==> config.mk <==
export PLATFORM = sky130hd
export DESIGN_NAME = ff_rd_scheduler
export DESIGN_NICKNAME = d
export VERILOG_FILES = /design/src/rtl/ff_rd_scheduler.sv
export SDC_FILE = /design/constraint.sdc
export NUM_CORES = 1
export LEC_CHECK = 0
export CAP_MARGIN = 20
export CORE_ASPECT_RATIO = 0.6
export CORE_UTILIZATION = 33
export DETAILED_ROUTE_END_ITERATION = 7
export PLACE_DENSITY_LB_ADDON = 0.05
export SLEW_MARGIN = 20
export SYNTH_ARGS = -nofsm -noshare
export SYNTH_HDL_FRONTEND = slang
export SYNTH_SLANG_ARGS = --single-unit
==> constraint.sdc <==
create_clock -name pclk -period 2.55 [get_ports pclk]
set_input_delay 0.3825 -clock pclk [delete_from_list [all_inputs] [get_ports pclk]]
set_output_delay 0.3825 -clock pclk [all_outputs]
set_load 0.05 [all_outputs]
Fig. 1: run 1, sequential cells grouped by signal name
Other sequential cells in the stronger gray, the rest of the logic in the fainter gray.
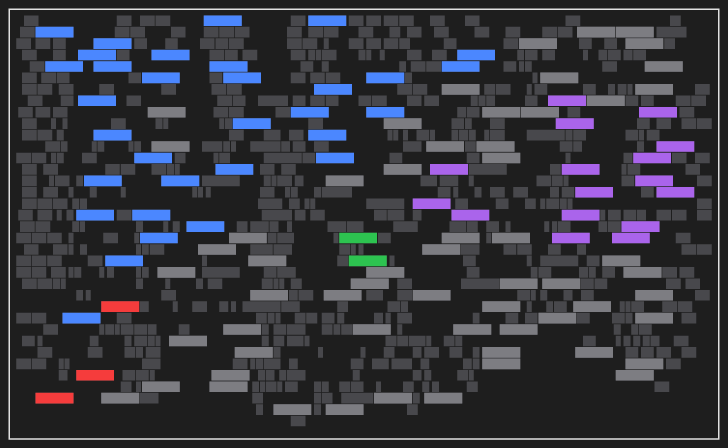
color	netlist name	sequential cells
blue	rd_data	32
green	lat_cnt	2
red	pend	3
purple	cnt_b	16
not colored	59
area taken by flip-flops and latches: 2800 um^2
Final Core Density: 47.5%
sequential power: 2.48 mW
Seq area share: 36.4%

Fig. 2: run 1, routed clock nets over the placement
Scale bar: 50 um.
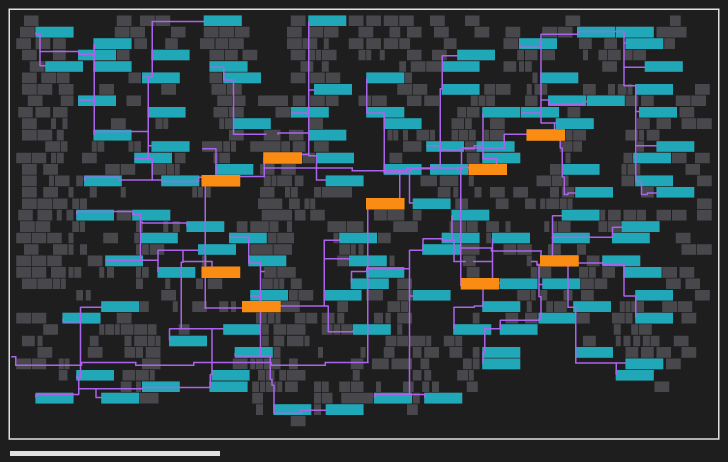
[cyan] flip-flops | count: 112
[orange] cells driving clock nets | count: 9
[purple] clock wires | length: 1,450 um
flops lie	widely spread
Latency at later pin: 350 ps
skew final: 15.2 ps
Power Clock: 1.36 mW

Fig. 3: run 1, the clock network
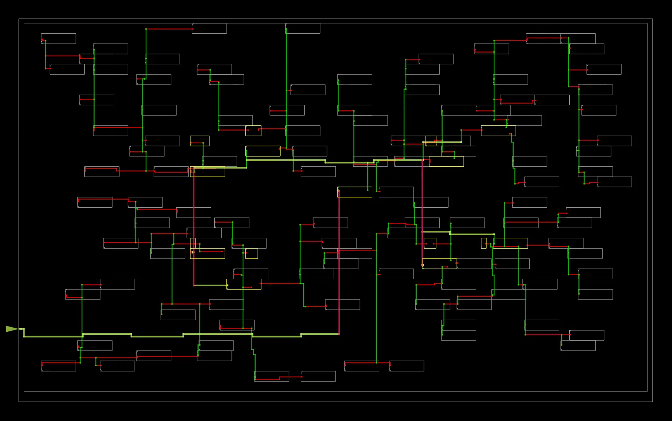
clock buffers: 12
CTS Sinks: 112
Inserted Clock Buffers: 9

==> results_dict.tcl, run 1 <==
# place-and-route summary
set metrics [dict create \
    comb-cell-share_pct 32.3 \
    nFillCells 1515 \
    tap_cells 209 \
    routed_wl_mm 14.4 \
    endpoint_kind "output port" \
    cts_tree "built" \
    clockBufferDepth 2 \
    maxSlewHeadroom_pct 39.6 \
    lay_top_cells "157 x clkdlybuf4s50_1, 112 x dfrtp_1, 48 x nand2_1, 32 x xnor2_1, 28 x nor2_1" \
    grt_usage_pct 17.3 \
    post-route-drc-count 0 \
    pwr-share-comb_pct 46.0 \
    grt_pass1_vias 4365 \
    die_y_um 102 \
    logic_family "simple AND/OR/NAND/NOR gates" \
    holdBufCountCts 0 \
    crit_arrival_ps 1910 \
    n_all_inverters 18 \
    buf_share_pct 23.5 \
    drive_above_1_share_pct 9.18 \
    place_ws_ps 130 \
    totalNegativeSetupSlack_ps 0 \
    syn_area_per_cell_um2 10.7 \
    floorplan.nets 605 \
    layout-area-overhead-vs-synth_pct 40.6 \
    tightest_slew_ps 898 \
    yosysTopAreaCell "dfrtp_1" \
    worstSetupStartpointType "register" \
    max_freq_ghz 0.437 \
    rows 36 \
    power.share.sequential_pct 34.8 \
    synth-simple-area-share_pct 19.4 \
    dp_hpwl_mm 10.7 \
    largest_class "flip-flops and latches" \
    timing.final.ws_setup_ps 262 \
    timing.hold.ws_ps 70.9 \
    leakage_nw 3.25 \
    drv_slew 0 \
    dp_cells 879 \
    mux_share_pct 4.31 \
    mi_logic_area_um2 2490 \
    rsz0062_at_grt "false" \
    floorplanUtilization_pct 33.8 \
    critPathRequiredTime_ps 2170 \
    regToRegSetupSlack_ps 290 \
    clk_pin_slew_ps 70 \
    p_int_mw 4.04 \
    comb_cells 360 \
    hold_violations 0 \
    drv_cap 0 \
    ys_types 58 \
    async_reset_ff_share_pct 100 \
    htree_levels 3 \
    power_frac_clock_pct 19.1 \
    hold_class "input port to asynchronous set/reset pin" \
    status "complete, no violations" \
    most_common_cell "dfrtp_1" \
    antenna_left 0 \
    yosys_most_used_dff "dfrtp_1" \
    fin_area_um2 7710 \
    ir_drop_uv 388 \
    wl_per_cell_um 16.1 \
    crit_type "register to output port" \
    placed_area_um2 7420 \
    grt_max_degree 81 \
    power_density_nw_per_um2 925 \
    worst-path-max-fanout 7 \
    p_sw_mw 3.09 \
    ys_chip_area_um2 5480 \
    antennaDiodeCount 0 \
    core_um2 16200 \
    synth_top_area_share_pct 51.1 \
    cts.repair.resized 1 \
    ys_sh_xor_pct 7.35 \
    reg2regPathDepth 6 \
    cts_root_buf "clkbuf_16" \
    chipArea_um2 17100 \
    tool_warnings 37 \
    period_used_pct 89.7 \
    yosysWarningCount 0 \
    grt_pass1_wl_mm 23.1 \
    routed_via_density 5.09 \
    ff_count 112 \
    post-cts-setup-buffers 0 \
    power_mw 7.13 \
    largest_reg_flops 32 \
    swShare_pct 43.3 \
    drt_pass1_iterations 4 \
    io_buffer_count 162 \
    ys_ff 112 \
    edf_count 0 \
    antenna_found_initial 0 \
    yosys_cells 513 \
    drt_iter0_markers 271 \
    synth.top_cells.by_count "112 x dfrtp_1, 48 x nand2_1, 32 x xnor2_1, 28 x nor2_1" \
    lay_top_count "clkdlybuf4s50_1" \
    overflow 0 \
    syn_inst 513 \
    routed-via-count 4557 \
    finalSetupViolCount 0 \
    place_congestion 0.757 \
    ios 169 \
    final_nets 773 \
    fin_crit_ps 2290 \
    signal_buffers 180 \
    die_width_um 168 \
    synth_area_um2 5480 \
    synth_seq_share_pct 51.1 \
    clock_area_share_pct 3.67 \
    yosys.area_share.aoi_pct 11.3 \
    synthTopCellsByArea "dfrtp_1 51%, xnor2_1 5.1%, a22o_1 3.4%, mux2i_1 3.3%, nand2_1 3.3%" \
    fa_ha_area_share_pct 2.74 \
    final_cells 895 \
]
[run 1: power by group through the flow]
stage | sequential, mW | clock, mW | combinational [mW]
after floorplan | 3.19 | 0 | 1.44
after global placement | 2.50 | 0 | 3.27
after detailed placement | 2.51 | 0 | 3.31
after CTS | 2.49 | 1.43 | 3.31
after global routing | 2.54 | 1.50 | 3.52
final | 2.48 | 1.36 | 3.28
[run 1: critical path: stages, from the launching register on]
cell and delay [ps]:
dfrtp_1 400, inv_1 100, ha_1 320, buf_4 190
inv_1 40, dlygate4sd2_1 510
[run 1: layer usage]
metal  share of wire, %  routed length [um]  GRT usage [%]  vias to the layer above
li1                   -                   -              -                     2179
met1                 49                7030           24.6                     2215
met2                 43                6180           25.4                      149
met3                7.2                1030           5.96                       14
met4                1.1                 160           3.99                        0
met5                  0                   0              0                        -
Fig. 4: run 1, sizing map
Scale bar: 50 um.
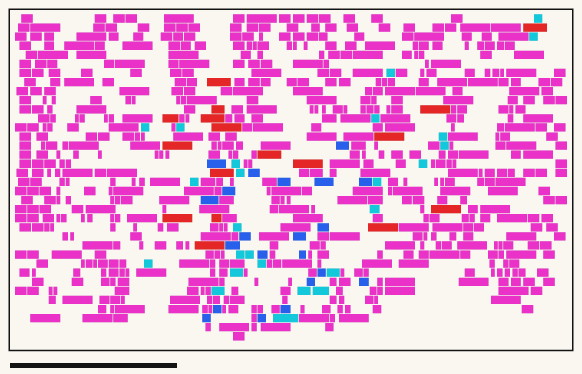

==> run 2: changes to the inputs <==
ABC_AREA = 1   (was default)
Fig. 5: run 2, sizing map
Scale bar: 50 um.
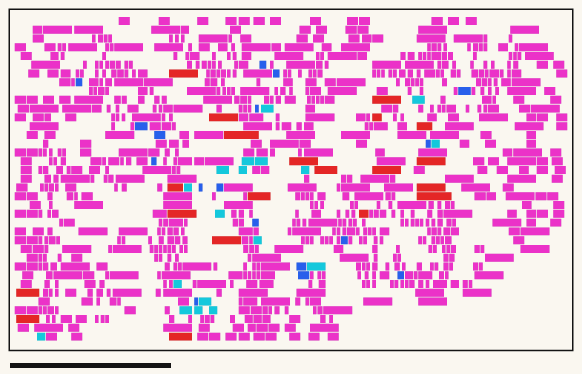
color	size	cells	most used
magenta	drive 1 or less	836	nand2_1
cyan	drive 3 to 4	18	buf_4
red	drive 6 and up	20	clkbuf_16
blue	drive 2	17	nor2_2
Final WS setup: 168 ps
Non-clock buffers: 172

Fig. 6: run 2, sequential cells grouped by signal name
Other sequential cells in the stronger gray, the rest of the logic in the fainter gray.
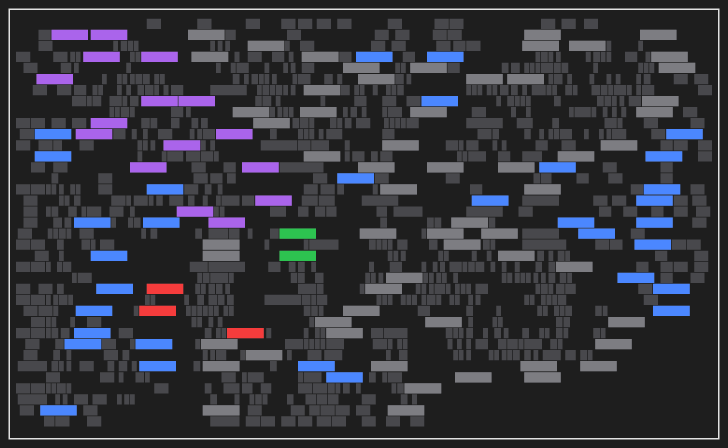
color	netlist name	sequential cells
green	lat_cnt	2
purple	cnt_b	16
blue	rd_data	32
red	pend	3
sequential power: 2.52 mW
Final Core Density: 47.2%
Seq area share: 34.4%

==> results_dict.tcl, run 2 <==
# place-and-route summary
set metrics [dict create \
    chipArea_um2 18400 \
    fin_area_um2 8150 \
    cts_inserted_buffers 9 \
    power_density_nw_per_um2 945 \
    worst-path-max-fanout 4 \
    largest_reg_flops 32 \
    holdBufCountCts 1 \
    regToRegSetupSlack_ps 470 \
    critPathMaxStageDelay_ps 430 \
    yosysWarningCount 0 \
    grt_pass1_vias 5356 \
    lay_top_cells "205 x nand2_1, 158 x clkdlybuf4s50_1, 112 x dfrtp_1, 74 x inv_1, 70 x nor2_1" \
    routed_wl_mm 16.2 \
    totalNegativeSetupSlack_ps 0 \
    wl_per_cell_um 14.4 \
    floorplan.nets 810 \
    grt_usage_pct 18.4 \
    path_cells "inv_1 > ha_1 > inv_1 > a21oi_1 > nand3_1 > nor3_1 > buf_12" \
    die_y_um 105 \
    cp_num_buf_inv 3 \
    placed_area_um2 7800 \
    worstSetupStartpointType "register" \
    crit_top_cell "inv_1" \
    status "complete, no violations" \
    tightest_slew_ps 574 \
    clk_pin_slew_ps 70 \
    crit_arrival_ps 2000 \
    cp_slowest_cell "dfrtp_1" \
    leakage_nw 3.69 \
    skew_ps 11.6 \
    yosysTopAreaCell "dfrtp_1" \
    worstSetupPathDepth 7 \
    tool_warnings 37 \
    synthTopCellsByArea "dfrtp_1 48%, nand2_1 13%, inv_1 4.7%, nor2_1 4.5%, nand3_1 3.3%" \
    overflow 0 \
    die_width_um 174 \
    ys_sh_xor_pct 5.36 \
    synth.top_cells.by_count "205 x nand2_1, 112 x dfrtp_1, 74 x inv_1, 70 x nor2_1, 39 x nand3_1" \
    final_nets 978 \
    mux_share_pct 0 \
    hold_violations 0 \
    routed_via_density 4.66 \
    ys_ff 112 \
    syn_area_per_cell_um2 8.19 \
    synth_area_um2 5880 \
    ys_types 36 \
    place_congestion 0.834 \
    ir_drop_uv 397 \
    synth_top_area_share_pct 47.7 \
    async_reset_ff_share_pct 100 \
    synth-simple-area-share_pct 27.6 \
    endpoint_kind "output port" \
    critPathRequiredTime_ps 2170 \
    fa_ha_area_share_pct 2.55 \
    clock_latency_ps 350 \
    core_um2 17300 \
    edf_count 0 \
    ios 169 \
    htree_levels 3 \
    dp_cells 1108 \
    antenna_left 0 \
    hold_class "register to register" \
    clock-sinks 112 \
    period_used_pct 93.4 \
    drive_above_1_share_pct 6.17 \
    syn_inst 718 \
    rows 37 \
    finalSetupViolCount 0 \
    antennaDiodeCount 0 \
    place_ws_ps 449 \
]
run 2: final cells by class:
cell class / count / area [um^2]
flip-flops and latches: 112 / 2800
multi-input cells: 511 / 2680
clock inverters: 5 / 86.3
clock buffers: 11 / 253
inverters: 80 / 303
repair buffers: 172 / 1740
fillers: 1689 / 9120
well taps: 234 / 293
run 2: report_power, final:
group          leakage, nW  total, mW  internal (mW)  switching, mW
combinational         2.05       3.58           1.18           2.39
sequential            1.47       2.52           2.17          0.356
clock                0.167       1.60          0.926          0.677
run 2: per-layer routing:
| metal | global-route usage [%] | wire [um] | vias to the layer above |
|---|---|---|---|
| li1 | - | - | 2657 |
| met4 | 5.33 | 212 | 0 |
| met5 | 1.39 | 0 | - |
| met1 | 24.5 | 7940 | 2419 |
| met3 | 6.20 | 1200 | 18 |
| met2 | 28.2 | 6890 | 148 |
No activity file was given, so power comes from the tool's default toggle rates.
